===== src/rtl/bitfill.sv =====
// Serial pop-count-to-mask builder: turns a K-bit count into an N-bit word
// holding that many 1s, packed at the LSB end (msb_mode=0) or the MSB end (msb_mode=1).
module bitfill #(
  parameter int N = 8,
  parameter int K = 4
) (
  input  logic         clk,
  input  logic         rst,
  input  logic [K-1:0] B,
  input  logic         B_en,
  input  logic         msb_mode,
  output logic         busy,
  output logic [N-1:0] A,
  output logic         A_valid,
  output logic         ovf
);

  // Handshake: B_en is a request honoured only while busy=0 (IDLE); B and
  // msb_mode are captured on that edge. A_valid is a one-cycle pulse with A
  // and ovf valid alongside it; there is no back-pressure on the result.

  localparam int SW = $clog2(N + 1);
  localparam int CW = (K > SW) ? K : SW;
  localparam logic [CW-1:0] N_C  = CW'(N);
  localparam logic [SW-1:0] LAST = SW'(N - 1);

  typedef enum logic [1:0] {
    ST_IDLE  = 2'd0,
    ST_SHIFT = 2'd1,
    ST_DONE  = 2'd2
  } state_t;

  state_t         state_q, state_d;
  logic [N-1:0]   sr_q, sr_d;
  logic [SW-1:0]  step_q, step_d;
  logic [K-1:0]   ones_q, ones_d;
  logic           ovf_r_q, ovf_r_d;
  logic           mode_q, mode_d;
  logic [N-1:0]   a_q, a_d;
  logic           a_valid_q, a_valid_d;
  logic           busy_q, busy_d;
  logic           ovf_q, ovf_d;

  logic [CW-1:0]  step_ext, ones_ext;
  logic           in_bit, b_over;

  assign step_ext = CW'(step_q);
  assign ones_ext = CW'(ones_q);
  assign b_over   = CW'(B) > N_C;
  // MSB mode emits its 1s during the last ones_r shifts so they end up on top.
  assign in_bit   = mode_q ? (step_ext >= (N_C - ones_ext)) : (step_ext < ones_ext);

  always_comb begin
    state_d   = state_q;
    sr_d      = sr_q;
    step_d    = step_q;
    ones_d    = ones_q;
    ovf_r_d   = ovf_r_q;
    mode_d    = mode_q;
    a_d       = a_q;
    a_valid_d = 1'b0;
    busy_d    = busy_q;
    ovf_d     = ovf_q;
    case (state_q)
      ST_IDLE: begin
        if (B_en) begin
          ones_d  = b_over ? K'(N) : B;
          ovf_r_d = b_over;
          mode_d  = msb_mode;
          sr_d    = '0;
          step_d  = '0;
          busy_d  = 1'b1;
          state_d = ST_SHIFT;
        end
      end
      ST_SHIFT: begin
        sr_d   = {in_bit, sr_q[N-1:1]};
        step_d = step_q + SW'(1);
        if (step_q == LAST) state_d = ST_DONE;
      end
      ST_DONE: begin
        a_d       = sr_q;
        ovf_d     = ovf_r_q;
        a_valid_d = 1'b1;
        busy_d    = 1'b0;
        state_d   = ST_IDLE;
      end
      default: state_d = ST_IDLE;
    endcase
  end

  always_ff @(posedge clk) begin
    if (rst) begin
      state_q   <= ST_IDLE;
      sr_q      <= '0;
      step_q    <= '0;
      ones_q    <= '0;
      ovf_r_q   <= 1'b0;
      mode_q    <= 1'b0;
      a_q       <= '0;
      a_valid_q <= 1'b0;
      busy_q    <= 1'b0;
      ovf_q     <= 1'b0;
    end else begin
      state_q   <= state_d;
      sr_q      <= sr_d;
      step_q    <= step_d;
      ones_q    <= ones_d;
      ovf_r_q   <= ovf_r_d;
      mode_q    <= mode_d;
      a_q       <= a_d;
      a_valid_q <= a_valid_d;
      busy_q    <= busy_d;
      ovf_q     <= ovf_d;
    end
  end

  assign A       = a_q;
  assign A_valid = a_valid_q;
  assign busy    = busy_q;
  assign ovf     = ovf_q;

endmodule


===== config.mk =====
export PLATFORM = sky130hd
export DESIGN_NAME = bitfill
export DESIGN_NICKNAME = d
export VERILOG_FILES = /design/src/rtl/bitfill.sv
export SDC_FILE = /design/constraint.sdc
export NUM_CORES = 1
export LEC_CHECK = 0
export CORE_MARGIN = 3
export CORE_UTILIZATION = 25
export CTS_CLUSTER_DIAMETER = 50
export DETAILED_ROUTE_END_ITERATION = 8
export PLACE_DENSITY_LB_ADDON = 0.08
export SLEW_MARGIN = 30
export SYNTH_ARGS = -nofsm -noshare
export SYNTH_HDL_FRONTEND = slang
export SYNTH_SLANG_ARGS = --single-unit

===== constraint.sdc =====
create_clock -name clk -period 1.7 [get_ports clk]
set_input_delay 0.34 -clock clk [delete_from_list [all_inputs] [get_ports clk]]
set_output_delay 0.34 -clock clk [all_outputs]
set_load 0.01 [all_outputs]

run_1/gate_families.png
Scale bar: 20 um.
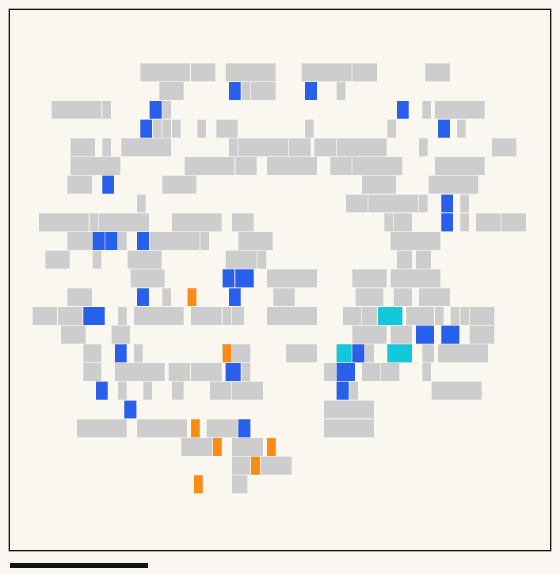
Key: blue = inverting AOI/OAI gates [cells 27]; orange = inverters [cells 7, where bottom middle]; cyan = AND and OR gates [cells 3]

run_1/pins.png
Pins as bars across the die edge, other pins in grey.
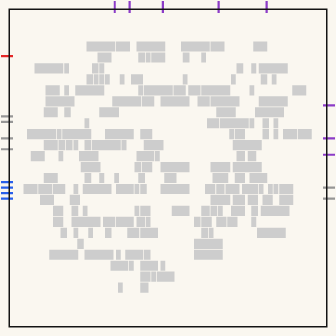
Key: purple = A [pins 8, direction output, edge 5 top, 3 right]; blue = B [pins 4, direction input, edge left]; red = clk [pins 1, direction input, edge left]
All pins by edge: 9 left, 5 right, 5 top.

==> summary.txt, run 1 <==
impl run done, here's what came out: Synth Area in XOR/XNOR=1.336%, Seq/Total Area, Yosys=47.33%, total cell area reported by yosys after synthesis=1311 sq um, share of final-layout standard cells stronger than drive strength 1=9.302%, sw frac=22.03%, outcome=finished, final reports clean, required time of the critical path=1.86 ns, clock network power share=41.7%, CP top delay family=adder cells, power of the combinational group=0.116 mW, clk sinks=31, num tapcells=67, combinational cell area excluding buffers and inverters=641.9 sq um, Slew HR=71.99%, area-dominant cell class after layout=logic gates, crit start category=flip-flop, Max-area cell share=47.33%, count of filler cells inserted in the layout=518, sink of the worst hold path=ovf_r_q, global routing met3 resource utilization=3.555%, Hold Worst Slack=0.4534 ns, non-clock inverter instance count of the final layout=7, via count of the first global-routing pass=1078, Avg Inst Size Synth=8.981 sq um, count of max-cap constraint violations=0, initial core utilization=26.87%, final setup violation count=0, main combinational cell family by area after synthesis=simple AND/OR/NAND/NOR gates, placer's final routability congestion estimate=0.7104, number of enable flip-flop cells=0, count of yosys warnings during synthesis=0, slew of the pin with the lowest slew margin=0.4201 ns, area share of fa/ha/maj cells after synthesis=8.588%, most area-hungry cell type in the Yosys netlist=dfxtp_1, Top Ports=19, part of the power in registers=50.5%, wire length of the first global-routing pass=4.830 mm, main power-consuming group=registers, #FFs+latches synth=31, switching power total=0.3299 mW, 1st-pass router iterations=4, proportion of final cell area spent on non-clock buffers=12.88%, H-tree lvl count=2, Cell Chain, Critical Path=inv_1 > ha_1 > inv_1 > ha_1 > a21o_1 > a31oi_1 > o31ai_1, count of input and output buffers=18, post-layout period usage=91.95%, proportion of register bits with asynchronous set or reset after synthesis=0%, setup repair after global routing missed its margin=false, multi-input combinational gate total=103, placed cell area=1590 sq um, total power draw=1.497 mW, capture point of the critical path=sr_q[7], clock-pin slew reported for the worst setup and hold paths after clock tree synthesis=0.06 ns, Core Region=4880 sq um, Die Span X=78.42 um, height of the die=78.42 um, flip-flops=31, cells taking the most area after synthesis=dfxtp_1, ha_1, nand2_1, tool warnings=26, critical path class=flip-flop to flip-flop, Area Growth Syn to Fin=28.91%, number of antenna repair diodes=0, Final Core Density=34.64%, cell area power density=885.8 nW/um^2, estimated wirelength of the detail-placed design=2.046 mm, top metal layer carrying routed signals=met4, clock distribution power=0.625 mW, total negative setup slack=0 ns, setup slack after placement=0.1105 ns
run_1/metal_stack.png
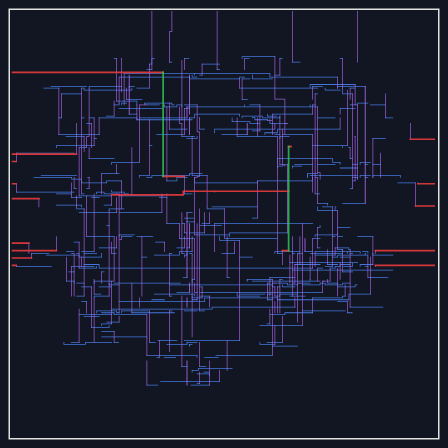
Key: red = met3 [wire length 132 um]; green = met4 [wire length 38.1 um]; purple = met2 [wire length 1190 um]; blue = met1 [wire length 1390 um]

run_1/registers.png
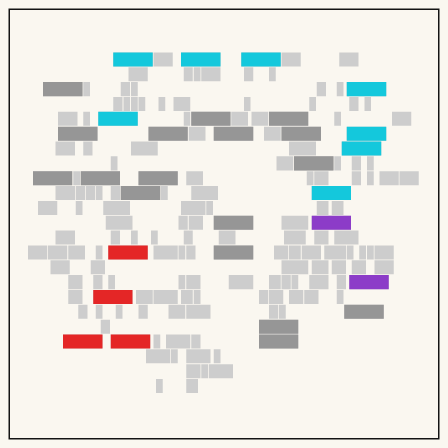

## Run 2: what changed since run 1
--- a/config.mk
+++ b/config.mk
@@ -5,10 +5,10 @@
 export SDC_FILE = /design/constraint.sdc
 export NUM_CORES = 1
 export LEC_CHECK = 0
-export CORE_MARGIN = 3
 export CORE_UTILIZATION = 25
 export CTS_CLUSTER_DIAMETER = 50
 export DETAILED_ROUTE_END_ITERATION = 8
+export GPL_ROUTABILITY_DRIVEN = 1
 export PLACE_DENSITY_LB_ADDON = 0.08
 export SLEW_MARGIN = 30
 export SYNTH_ARGS = -nofsm -noshare
run_2/registers.png
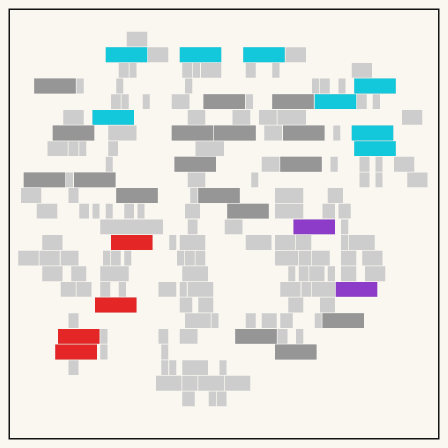
Key: cyan = A [placed flops 8]; purple = state_q [placed flops 2]; red = ones_ext [placed flops 4, where bottom left]

run_2/metal_stack.png
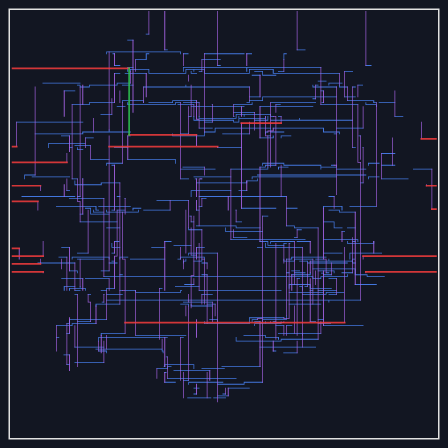
Key: blue = met1 [wire length 1340 um]; purple = met2 [wire length 1160 um]; green = met4 [wire length 11.6 um]; red = met3 [wire length 162 um]
all-layer global routing usage: 10.83%
routed length per placed instance: 11.17 um
total wire length after detailed routing: 2.669 mm

run_2/gate_families.png
Scale bar: 20 um.
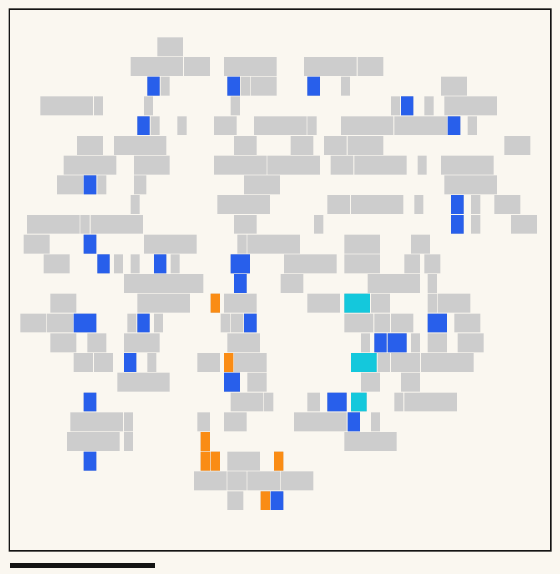
Key: blue = inverting AOI/OAI gates [cells 27]; orange = inverters [cells 7]; cyan = AND and OR gates [cells 3]
Comb/total area: 37.58%
Post-Layout Cell Count: 239

==> run 2 against run 1 <==
- global-route usage is 0.75 points higher
- register-to-register slack gained 0.03 ns
- sequential power about the same
- via count is 0.48% lower
- setup slack improved by 0.027 ns
- die size is 9.9% lower
- sequential cell count unchanged
- synthesized cell count unchanged
- clock skew up 0.00077 ns
- maximum frequency is 1.7% higher
- final cell count unchanged
==> summary.txt, run 2 <==
impl run done, here's what came out: Hold Worst Slack=0.4539 ns (+0.0004890 ns), post-layout period usage=90.37% (-1.6 points), placed cell area=1590 sq um (unchanged), placer's final routability congestion estimate=0.7564 (+6.5%), Top Ports=19 (unchanged), required time of the critical path=1.87 ns (about the same), clock-pin slew reported for the worst setup and hold paths after clock tree synthesis=0.07 ns (about the same), count of max-cap constraint violations=0 (unchanged), multi-input combinational gate total=103 (unchanged), setup repair after global routing missed its margin=false, Cell Chain, Critical Path=inv_1 > ha_1 > inv_1 > ha_1 > a21o_1 > a31oi_1 > o31ai_1, top metal layer carrying routed signals=met4, critical path class=flip-flop to flip-flop, number of antenna repair diodes=0 (unchanged), number of enable flip-flop cells=0 (unchanged), clock network power share=45.9% (+4.2 points), global routing met3 resource utilization=3.659% (+0.10 points), cells taking the most area after synthesis=dfxtp_1, ha_1, nand2_1, count of filler cells inserted in the layout=538 (+3.9%), non-clock inverter instance count of the final layout=7 (unchanged), Final Core Density=35.00% (+0.36 points), #FFs+latches synth=31 (unchanged), Synth Area in XOR/XNOR=1.336% (unchanged), count of input and output buffers=18 (unchanged), outcome=finished, final reports clean, sink of the worst hold path=A[4], slew of the pin with the lowest slew margin=0.4182 ns (-0.001897 ns), count of yosys warnings during synthesis=0 (unchanged), tool warnings=26 (unchanged), proportion of final cell area spent on non-clock buffers=12.75% (-0.13 points), clk sinks=31 (unchanged), setup slack after placement=0.1308 ns (+0.02027 ns), 1st-pass router iterations=4 (unchanged), height of the die=74.42 um (-5.1%), Slew HR=72.12% (+0.13 points), total power draw=1.613 mW (+7.8%), Die Span X=74.42 um (-5.1%), wire length of the first global-routing pass=4.443 mm (-8.0%), cell area power density=944.6 nW/um^2 (+6.6%), total negative setup slack=0 ns (unchanged), clock distribution power=0.741 mW (+19%), total cell area reported by yosys after synthesis=1311 sq um (unchanged), Seq/Total Area, Yosys=47.33% (unchanged), Core Region=4880 sq um (unchanged), final setup violation count=0 (unchanged), proportion of register bits with asynchronous set or reset after synthesis=0% (unchanged), Avg Inst Size Synth=8.981 sq um (unchanged), via count of the first global-routing pass=967 (-10%), Max-area cell share=47.33% (unchanged), capture point of the critical path=sr_q[7], main combinational cell family by area after synthesis=simple AND/OR/NAND/NOR gates
run_2/final_clocks.png
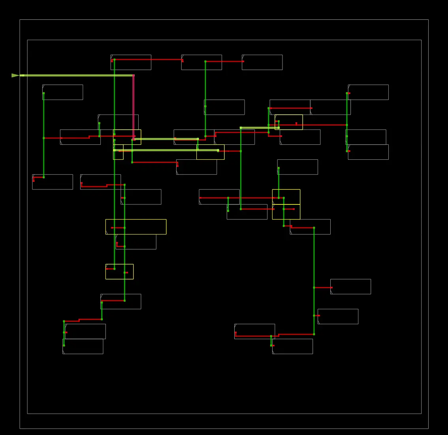

## Run 3: what changed since run 2
--- a/config.mk
+++ b/config.mk
@@ -5,10 +5,10 @@
 export SDC_FILE = /design/constraint.sdc
 export NUM_CORES = 1
 export LEC_CHECK = 0
+export ABC_AREA = 1
 export CORE_UTILIZATION = 25
 export CTS_CLUSTER_DIAMETER = 50
 export DETAILED_ROUTE_END_ITERATION = 8
-export GPL_ROUTABILITY_DRIVEN = 1
 export PLACE_DENSITY_LB_ADDON = 0.08
 export SLEW_MARGIN = 30
 export SYNTH_ARGS = -nofsm -noshare
run_3/final_clocks.png
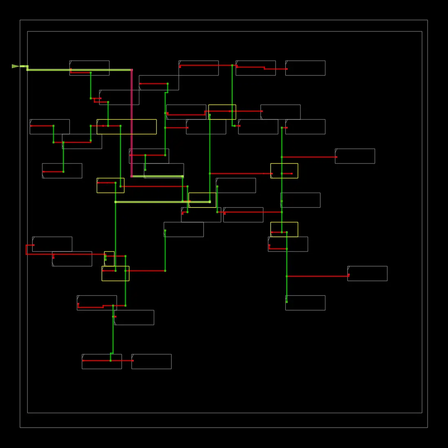
flip-flops: 31
clk sinks: 31

run_3/gate_families.png
Scale bar: 20 um.
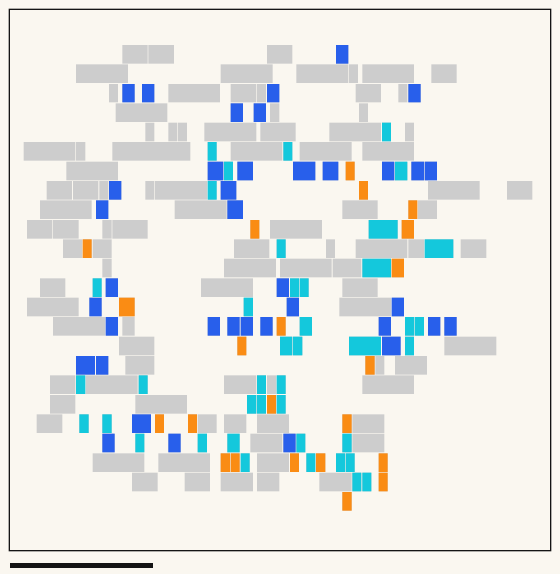
Key: cyan = NAND gates [cells 41]; orange = inverters [cells 22]; blue = inverting AOI/OAI gates [cells 38]
Comb/total area: 35.72%
most common cell after layout, fill and taps aside: nand2_1

run_3/registers.png
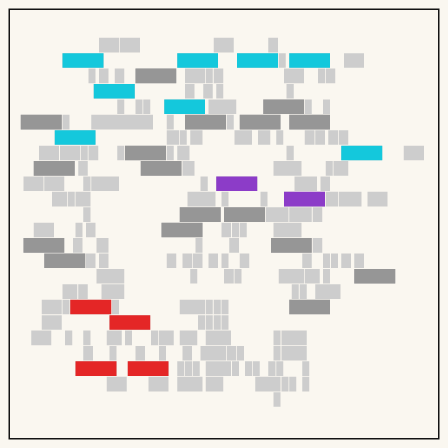
Key: red = ones_ext [placed flops 4, where bottom left]; cyan = A [placed flops 8]; purple = state_q [placed flops 2]
Another 17 sequential cells are not coloured.
Storage cell area: 620.6 sq um
sequential logic power: 0.760 mW
fraction of area in registers: 35.50%

==> run 3 against run 2 <==
- clock-buffer cell count is the same
- clock power grew 1%
- global-route usage grew 0.92 points
- combinational power grew 32%
- hold slack gained 0.011 ns
- critical endpoint is now A[6]
- register-to-register slack gained 0.08 ns
- sequential share of layout area shrank 0.83 points
- synthesized cell count grew 15%
- setup slack gained 0.049 ns
- sequential cell count is the same
- sequential power is essentially flat
==> summary.txt, run 3 <==
impl run done, here's what came out: outcome=finished, final reports clean, Slew HR=81.19% (+9.1 points), main combinational cell family by area after synthesis=simple AND/OR/NAND/NOR gates, achievable clock frequency=0.6725 GHz, Max-area cell share=45.88% (-1.4 points), clock network power share=45.1% (-0.8 points), non-clock inverter instance count of the final layout=22 (+15), post-synthesis cell count=168, combinational cell area excluding buffers and inverters=624.3 sq um, cell count listed in synth_stat.txt=168, sink of the worst hold path=busy, all-layer global routing usage=11.75% (+0.92 points), estimated wirelength of the detail-placed design=2.153 mm, slew of the pin with the lowest slew margin=0.2818 ns (-0.1364 ns), total power draw=1.662 mW (+3.0%), wire length of the first global-routing pass=4.947 mm (+11%), Post-Layout Cell Count=264 (+10%), Core Region=5172 sq um (+6.0%), proportion of register bits with asynchronous set or reset after synthesis=0% (unchanged), 1st-pass router iterations=4 (unchanged), most area-hungry cell type in the Yosys netlist=dfxtp_1, clock distribution power=0.749 mW (+1%), post-layout period usage=87.47% (-2.9 points), height of the die=75.56 um (+1.5%), global routing met3 resource utilization=3.307% (-0.35 points), worst min-delay path startpoint=busy, switching power total=0.3782 mW, top metal layer carrying routed signals=met4, Die Span X=75.56 um (+1.5%), total negative setup slack=0 ns (unchanged), tool warnings=26 (unchanged), setup repair after global routing missed its margin=false, #FFs+latches synth=31 (unchanged), number of antenna violations at the first check in global routing=0, Synth Area in XOR/XNOR=1.295% (-0.041 points), total wire length after detailed routing=2.884 mm (+8.1%), setup slack after placement=0.1650 ns (+0.03416 ns), number of antenna repair diodes=0 (unchanged), count of input and output buffers=18 (unchanged), count of max-cap constraint violations=0 (unchanged), Seq/Total Area, Yosys=45.88% (-1.4 points), number of enable flip-flop cells=0 (unchanged), synth cell count leaders=nand2_1, dfxtp_1, nor2_1, Top Ports=19 (unchanged), Cell Chain, Critical Path=clkdlybuf4s50_1, required time of the critical path=1.36 ns (-0.51 ns), cells taking the most area after synthesis=dfxtp_1, nand2_1, ha_1, placed cell area=1630 sq um (+2.5%), clock-pin slew reported for the worst setup and hold paths after clock tree synthesis=0.07 ns (about the same), cell area power density=950.8 nW/um^2 (+0.65%), placer's final routability congestion estimate=0.7693 (+1.7%), total cell area reported by yosys after synthesis=1353 sq um (+3.1%), proportion of final cell area spent on non-clock buffers=12.03% (-0.72 points), capture point of the critical path=A[6], final setup violation count=0 (unchanged), count of yosys warnings during synthesis=0 (unchanged), grt met2 use=17.16%, critical path class=flip-flop to output pin, Hold Worst Slack=0.4646 ns (+0.01079 ns), number of distinct library cells after synthesis=26, cell area after synthesis=1353 sq um, Final Core Density=33.79% (-1.2 points), most frequent cell after synthesis=nand2_1, via count of the first global-routing pass=1070 (+11%), routed length per placed instance=10.92 um (-2.2%), part of the power in registers=45.7%, count of filler cells inserted in the layout=562 (+4.5%), Avg Inst Size Synth=8.051 sq um (-10%), share of final-layout standard cells stronger than drive strength 1=11.86%
Power figures rest on the tool's default switching activity, not on a simulated workload.
